`config.mk`:
```
export PLATFORM = sky130hd
export DESIGN_NAME = door_idol_hit_detector_flat
export DESIGN_NICKNAME = d
export VERILOG_FILES = /design/src/rtl/door_idol_hit_detector_if.sv /design/src/rtl/door_idol_hit_detector.sv /design/src/flat_wrapper.sv
export SDC_FILE = /design/constraint.sdc
export NUM_CORES = 1
export LEC_CHECK = 0
export CORE_AREA = 2 2 85 87
export CTS_CLUSTER_SIZE = 12
export DETAILED_ROUTE_END_ITERATION = 7
export DIE_AREA = 0 0 87 89
export PLACE_DENSITY_LB_ADDON = 0.25
export SLEW_MARGIN = 0
export SYNTH_ARGS = -nofsm -noshare
export SYNTH_HDL_FRONTEND = slang
export SYNTH_SLANG_ARGS = --single-unit
```
`constraint.sdc`:
```
create_clock -name clk -period 2.1 [get_ports clk]
set_input_delay 0.63 -clock clk [delete_from_list [all_inputs] [get_ports clk]]
set_output_delay 0.63 -clock clk [all_outputs]
set_load 0.01 [all_outputs]
```
`src/rtl/door_idol_hit_detector_if.sv`:
```
// Pixel-stream bundle between the bitmap drawing path and the door/idol hit detector.
// HIT_DEBUG_EN adds the debug observation signals.
interface door_idol_hit_detector_if #(
    parameter int CNT_W = 11
);
    logic startOfFrame;
    logic playerDR;
    logic doorIdolDR;
    logic select;
    logic doorUnlocked;
    logic mode_sel;
    logic levelRestart;
    logic doorReached;
    logic idolCollected;
    logic idolTaken;
`ifdef HIT_DEBUG_EN
    logic [CNT_W-1:0] lastOverlapCount;
    logic [3:0]       holdCount;
`endif

    modport master (
        output startOfFrame, playerDR, doorIdolDR, select, doorUnlocked, mode_sel, levelRestart,
`ifdef HIT_DEBUG_EN
        input  lastOverlapCount, holdCount,
`endif
        input  doorReached, idolCollected, idolTaken
    );

    modport slave (
        input  startOfFrame, playerDR, doorIdolDR, select, doorUnlocked, mode_sel, levelRestart,
`ifdef HIT_DEBUG_EN
        output lastOverlapCount, holdCount,
`endif
        output doorReached, idolCollected, idolTaken
    );
endinterface

```
`src/rtl/door_idol_hit_detector.sv`:
```
// Door/idol hit detector: per-frame overlap count, multi-frame hold, lockout, sticky idol flag.
// Optional macro HIT_DEBUG_EN exposes lastOverlapCount and holdCount.
//
// state   | meaning
// IDLE    | target disabled (mode_sel, door locked, or idol already taken)
// ARMED   | counting consecutive hit frames
// FIRE    | one-cycle event pulse
// LOCKOUT | ignoring overlap for LOCKOUT_FRAMES frames
module door_idol_hit_detector #(
    parameter int MIN_OVERLAP_PIXELS = 16,
    parameter int HOLD_FRAMES        = 2,
    parameter int LOCKOUT_FRAMES     = 30,
    parameter int CNT_W              = 11
) (
    input  logic                     clk,
    input  logic                     reset,
    door_idol_hit_detector_if.slave  hit_if
);
    typedef enum logic [1:0] {IDLE, ARMED, FIRE, LOCKOUT} state_t;

    state_t           state_q, state_d;
    logic [CNT_W-1:0] count_q, count_d;
    logic [3:0]       hold_q, hold_d;
    logic [7:0]       lock_q, lock_d;
    logic             sel_q, sel_d;
    logic             unl_q, unl_d;
    logic             taken_q, taken_d;
    logic [CNT_W-1:0] last_q, last_d;

    logic sof, overlap, frame_hit, target_en, fire_ok;
    logic [3:0] hold_inc;
    logic [7:0] lock_inc;

    assign sof       = hit_if.startOfFrame;
    assign overlap   = hit_if.playerDR & hit_if.doorIdolDR;
    assign frame_hit = (count_q >= CNT_W'(MIN_OVERLAP_PIXELS));
    assign hold_inc  = hold_q + 4'd1;
    assign lock_inc  = lock_q + 8'd1;
    assign sel_d     = sof ? hit_if.select : sel_q;
    assign unl_d     = sof ? hit_if.doorUnlocked : unl_q;
    assign last_d    = sof ? count_q : last_q;

    // The SOF that samples a newly enabling target already counts as enabled
    assign target_en = !hit_if.mode_sel && ((!sel_d && unl_d) || (sel_d && !taken_q));

    // A restart or mode change landing on the FIRE cycle swallows the pulse
    assign fire_ok = (state_q == FIRE) && !reset && !hit_if.levelRestart && !hit_if.mode_sel;

    assign hit_if.doorReached   = fire_ok && !sel_q;
    assign hit_if.idolCollected = fire_ok && sel_q;
    assign hit_if.idolTaken     = taken_q;

`ifdef HIT_DEBUG_EN
    assign hit_if.lastOverlapCount = last_q;
    assign hit_if.holdCount        = hold_q;
`endif

    always_comb begin
        count_d = count_q;
        if (hit_if.mode_sel) begin
            count_d = '0;
        end else if (sof) begin
            count_d = {{(CNT_W-1){1'b0}}, overlap};
        end else if (overlap && (count_q != {CNT_W{1'b1}})) begin
            count_d = count_q + CNT_W'(1);
        end
    end

    always_comb begin
        state_d = state_q;
        hold_d  = hold_q;
        lock_d  = lock_q;
        taken_d = taken_q;
        if (fire_ok && sel_q) begin
            taken_d = 1'b1;
        end
        if (!target_en) begin
            state_d = IDLE;
            hold_d  = '0;
            lock_d  = '0;
        end else begin
            case (state_q)
                IDLE: begin
                    if (sof) begin
                        state_d = ARMED;
                        hold_d  = '0;
                    end
                end
                ARMED: begin
                    if (sof) begin
                        if (frame_hit) begin
                            hold_d = hold_inc;
                            if (hold_inc == 4'(HOLD_FRAMES)) begin
                                state_d = FIRE;
                            end
                        end else begin
                            hold_d = '0;
                        end
                    end
                end
                FIRE: begin
                    state_d = LOCKOUT;
                    lock_d  = '0;
                end
                LOCKOUT: begin
                    if (sof) begin
                        lock_d = lock_inc;
                        if (lock_inc == 8'(LOCKOUT_FRAMES)) begin
                            state_d = ARMED;
                            hold_d  = '0;
                        end
                    end
                end
                default: state_d = IDLE;
            endcase
        end
    end

    always_ff @(posedge clk) begin
        if (reset || hit_if.levelRestart) begin
            state_q <= ARMED;
            count_q <= '0;
            hold_q  <= '0;
            lock_q  <= '0;
            sel_q   <= 1'b0;
            unl_q   <= 1'b0;
            taken_q <= 1'b0;
            last_q  <= '0;
        end else begin
            state_q <= state_d;
            count_q <= count_d;
            hold_q  <= hold_d;
            lock_q  <= lock_d;
            sel_q   <= sel_d;
            unl_q   <= unl_d;
            taken_q <= taken_d;
            last_q  <= last_d;
        end
    end
endmodule

```
`src/flat_wrapper.sv`:
```
// flat-port wrapper written by rule: the top's interface ports become plain ports
module door_idol_hit_detector_flat 
#(
    parameter int MIN_OVERLAP_PIXELS = 16,
    parameter int HOLD_FRAMES        = 2,
    parameter int LOCKOUT_FRAMES     = 30,
    parameter int CNT_W              = 11
)
  (clk, reset, hit_if_startOfFrame, hit_if_playerDR, hit_if_doorIdolDR, hit_if_select, hit_if_doorUnlocked, hit_if_mode_sel, hit_if_levelRestart, hit_if_doorReached, hit_if_idolCollected, hit_if_idolTaken);
  door_idol_hit_detector_if #(.CNT_W(CNT_W)) hit_if_i ();
  input  logic clk;
  input  logic reset;
  input wire logic [$bits(hit_if_i.startOfFrame)-1:0] hit_if_startOfFrame;
  input wire logic [$bits(hit_if_i.playerDR)-1:0] hit_if_playerDR;
  input wire logic [$bits(hit_if_i.doorIdolDR)-1:0] hit_if_doorIdolDR;
  input wire logic [$bits(hit_if_i.select)-1:0] hit_if_select;
  input wire logic [$bits(hit_if_i.doorUnlocked)-1:0] hit_if_doorUnlocked;
  input wire logic [$bits(hit_if_i.mode_sel)-1:0] hit_if_mode_sel;
  input wire logic [$bits(hit_if_i.levelRestart)-1:0] hit_if_levelRestart;
  output wire logic [$bits(hit_if_i.doorReached)-1:0] hit_if_doorReached;
  output wire logic [$bits(hit_if_i.idolCollected)-1:0] hit_if_idolCollected;
  output wire logic [$bits(hit_if_i.idolTaken)-1:0] hit_if_idolTaken;
  assign hit_if_i.startOfFrame = hit_if_startOfFrame;
  assign hit_if_i.playerDR = hit_if_playerDR;
  assign hit_if_i.doorIdolDR = hit_if_doorIdolDR;
  assign hit_if_i.select = hit_if_select;
  assign hit_if_i.doorUnlocked = hit_if_doorUnlocked;
  assign hit_if_i.mode_sel = hit_if_mode_sel;
  assign hit_if_i.levelRestart = hit_if_levelRestart;
  assign hit_if_doorReached = hit_if_i.doorReached;
  assign hit_if_idolCollected = hit_if_i.idolCollected;
  assign hit_if_idolTaken = hit_if_i.idolTaken;
  door_idol_hit_detector #(.MIN_OVERLAP_PIXELS(MIN_OVERLAP_PIXELS), .HOLD_FRAMES(HOLD_FRAMES), .LOCKOUT_FRAMES(LOCKOUT_FRAMES), .CNT_W(CNT_W)) u_core (.clk(clk), .reset(reset), .hit_if(hit_if_i));
endmodule
```
Figure 1. Logic cells by family.
Scale: 3 px per micron.
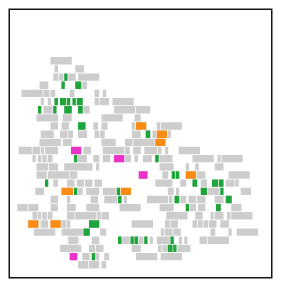
legend:
  AND-OR and OR-AND gates:
    colour: magenta
    cells: 4
  NAND gates:
    colour: green
    cells: 41
  multiplexers:
    colour: orange
    cells: 8
Final Non-Filler Cells: 320
most used logic cell in the final layout: dfxtp_1
Comb area share: 49.3%

==> job_summary.md <==
### Flow metrics

| Metric | Value |
|---|---|
| Worst r2r src | `u_core.lock_q[0]` |
| Total I/O pin count | `12` |
| Fin worst setup slack | `0.0869 ns` |
| Hold wc startpoint | `u_core.lock_q[6]` |
| Critical Path End | `hit_if_idolCollected` |
| Final Critical Period | `between 2 and 2.5 ns` |
| Routed wire length | `between 3000 and 4000 microns` |
| Final count of pins violating max slew | `0` |
| Reg2Reg Setup Slack | `~0.17 ns` |
| Post-Syn Instances | `203` |
| Primary FF master, synth | `dfxtp_1` |
| CTS buffer count | `3` |
| Init Core Util | `between 20% and 30%` |
| Worst endpoint required time | `approximately 1.5 ns` |
| Fin Hold WS | `between 0.5 and 0.6 ns` |
| Core Rows | `30` |
| Sw Ratio | `23.6%` |
| Clk. pwr | `roughly 350 uW` |
| XOR/XNOR Fraction of Synth Area | `between 3 and 4%` |
| VDD IR-drop max | `~220 uV` |
| Met2 Wirelength | `between 1500 and 2000 microns` |
| Synth top area share | `about 34%` |
| Comb group | `around 120 uW` |
| Synth warn | `0` |
| CP startpoint kind | `input port` |
| Die Y-Extent | `~89 microns` |
| Reg-to-reg endpoint | `u_core.hold_q[0]` |
| Basic Gates by Area | `~28%` |
| Mean post-synth cell area | `slightly above 8 sq um` |
| R2R depth | `7` |
| Synth-to-layout area growth | `27.2%` |
| Largest net degree at the start of global routing | `16` |
| Drt pass-1 iters | `4` |
| Area fraction in mux cells | `between 4 and 5%` |
| # DRC | `0` |
| Outcome | `finished clean` |
| Share of cells above drive strength 1 | `17.5%` |
| Die width | `between 80 and 90 microns` |
| Latency at later pin | `between 0.2 and 0.3 ns` |
| Leading area contributor after synthesis | `dfxtp_1` |
| Arr. time, crit path | `between 1 and 1.5 ns` |
| P_int | `765 uW` |
| Number of vias per cell | `just under 5` |
| Warning total across the stage logs | `33` |
| Crit-path cells | `clkdlybuf4s15_1 -> nor3_2 -> and3_1 -> buf_2` |
| CTS Root Cell | `clkbuf_8` |
| Final antenna-violating net count | `0` |
| Mapped Area | `~1700 sq um` |
| Slew @ Worst Pin | `roughly 0.57 ns` |
| Max Cap Violations | `0` |
| CP peak stage delay | `between 0.2 and 0.25 ns` |
| Comb pwr share | `a little under an eighth` |
| Total power | `~1000 uW` |
| Top cells by area | `dfxtp_1, ha_1, nand2_1` |
| Placed instance area | `2040 sq um` |
| Layout Nets | `260` |
| Seq/Total Area, Yosys | `about a third` |
| Hold Buf Count CTS | `0` |
| Placed cells | `around 310` |
| Seq pwr | `about 540 uW` |
| Final Hold Viols | `0` |
| Vias | `between 1500 and 2000` |
| Vias in the first global route | `about 1400` |
| Synth async-reset ratio | `0%` |
| GR Util All Layers | `between 10% and 20%` |
| Setup tns final | `0 ns` |
| Util after Layout | `31.5%` |
| Core area | `approximately 6700 sq um` |
| Main logic family after synthesis | `simple AND/OR/NAND/NOR gates` |
| Commonest cells post-synth | `dfxtp_1, nand2_1, nor2_1, inv_1, nor3_1` |
| Family with the most delay on the worst path | `simple AND/OR/NAND/NOR gates` |
| Iter 0 DRT Violations | `approximately 48` |
| WHS Path Cells | `1` |
| Reg power frac | `53.6%` |
| Crit path from | `hit_if_levelRestart` |
| Final setup vio count | `0` |
| Cycle use final | `95.9%` |
| Clock share of power | `between 30 and 40%` |
| Port Buffer Count | `11` |
| Clk_skew | `roughly 0.0048 ns` |
| Max clock buf depth | `2` |
| CTS Sinks | `28` |
Figure 2. The metal 3 layer.
Scale: 6 px per micron.
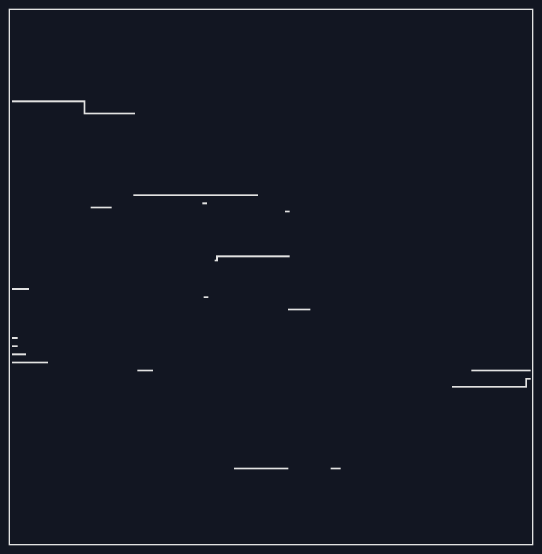
main direction: horizontal
wire length on this layer: 111 microns
nets with wire on the layer: 14
longest straight run: 20.5 microns

## registers in the layout, summed over array words and instances, names as in the netlist
register	cells
u_core.sel_q	1
u_core.state_q	2
u_core.count_q	11
u_core.unl_q	1
u_core.hold_q	4
u_core.hit_if.idolTaken	1
u_core.lock_q	8
## metal layers
| metal | GRT usage [%] | vias to the layer above |
|---|---|---|
| met2 | 16.0 | 22 |
| li1 | - | 808 |
| met4 | 2.56 | 0 |
| met1 | 13.8 | 720 |
| met3 | 2.59 | 7 |
| met5 | 0 | - |
## final cells by class
class	instances	area [sq um]
fillers	696	4600
repair buffers	37	313
flip-flops and latches	28	561
inverters	12	45.0
clock buffers	4	55.1
multi-input cells	159	1040
well taps	80	100
Power is estimated from default activity; no workload was simulated.
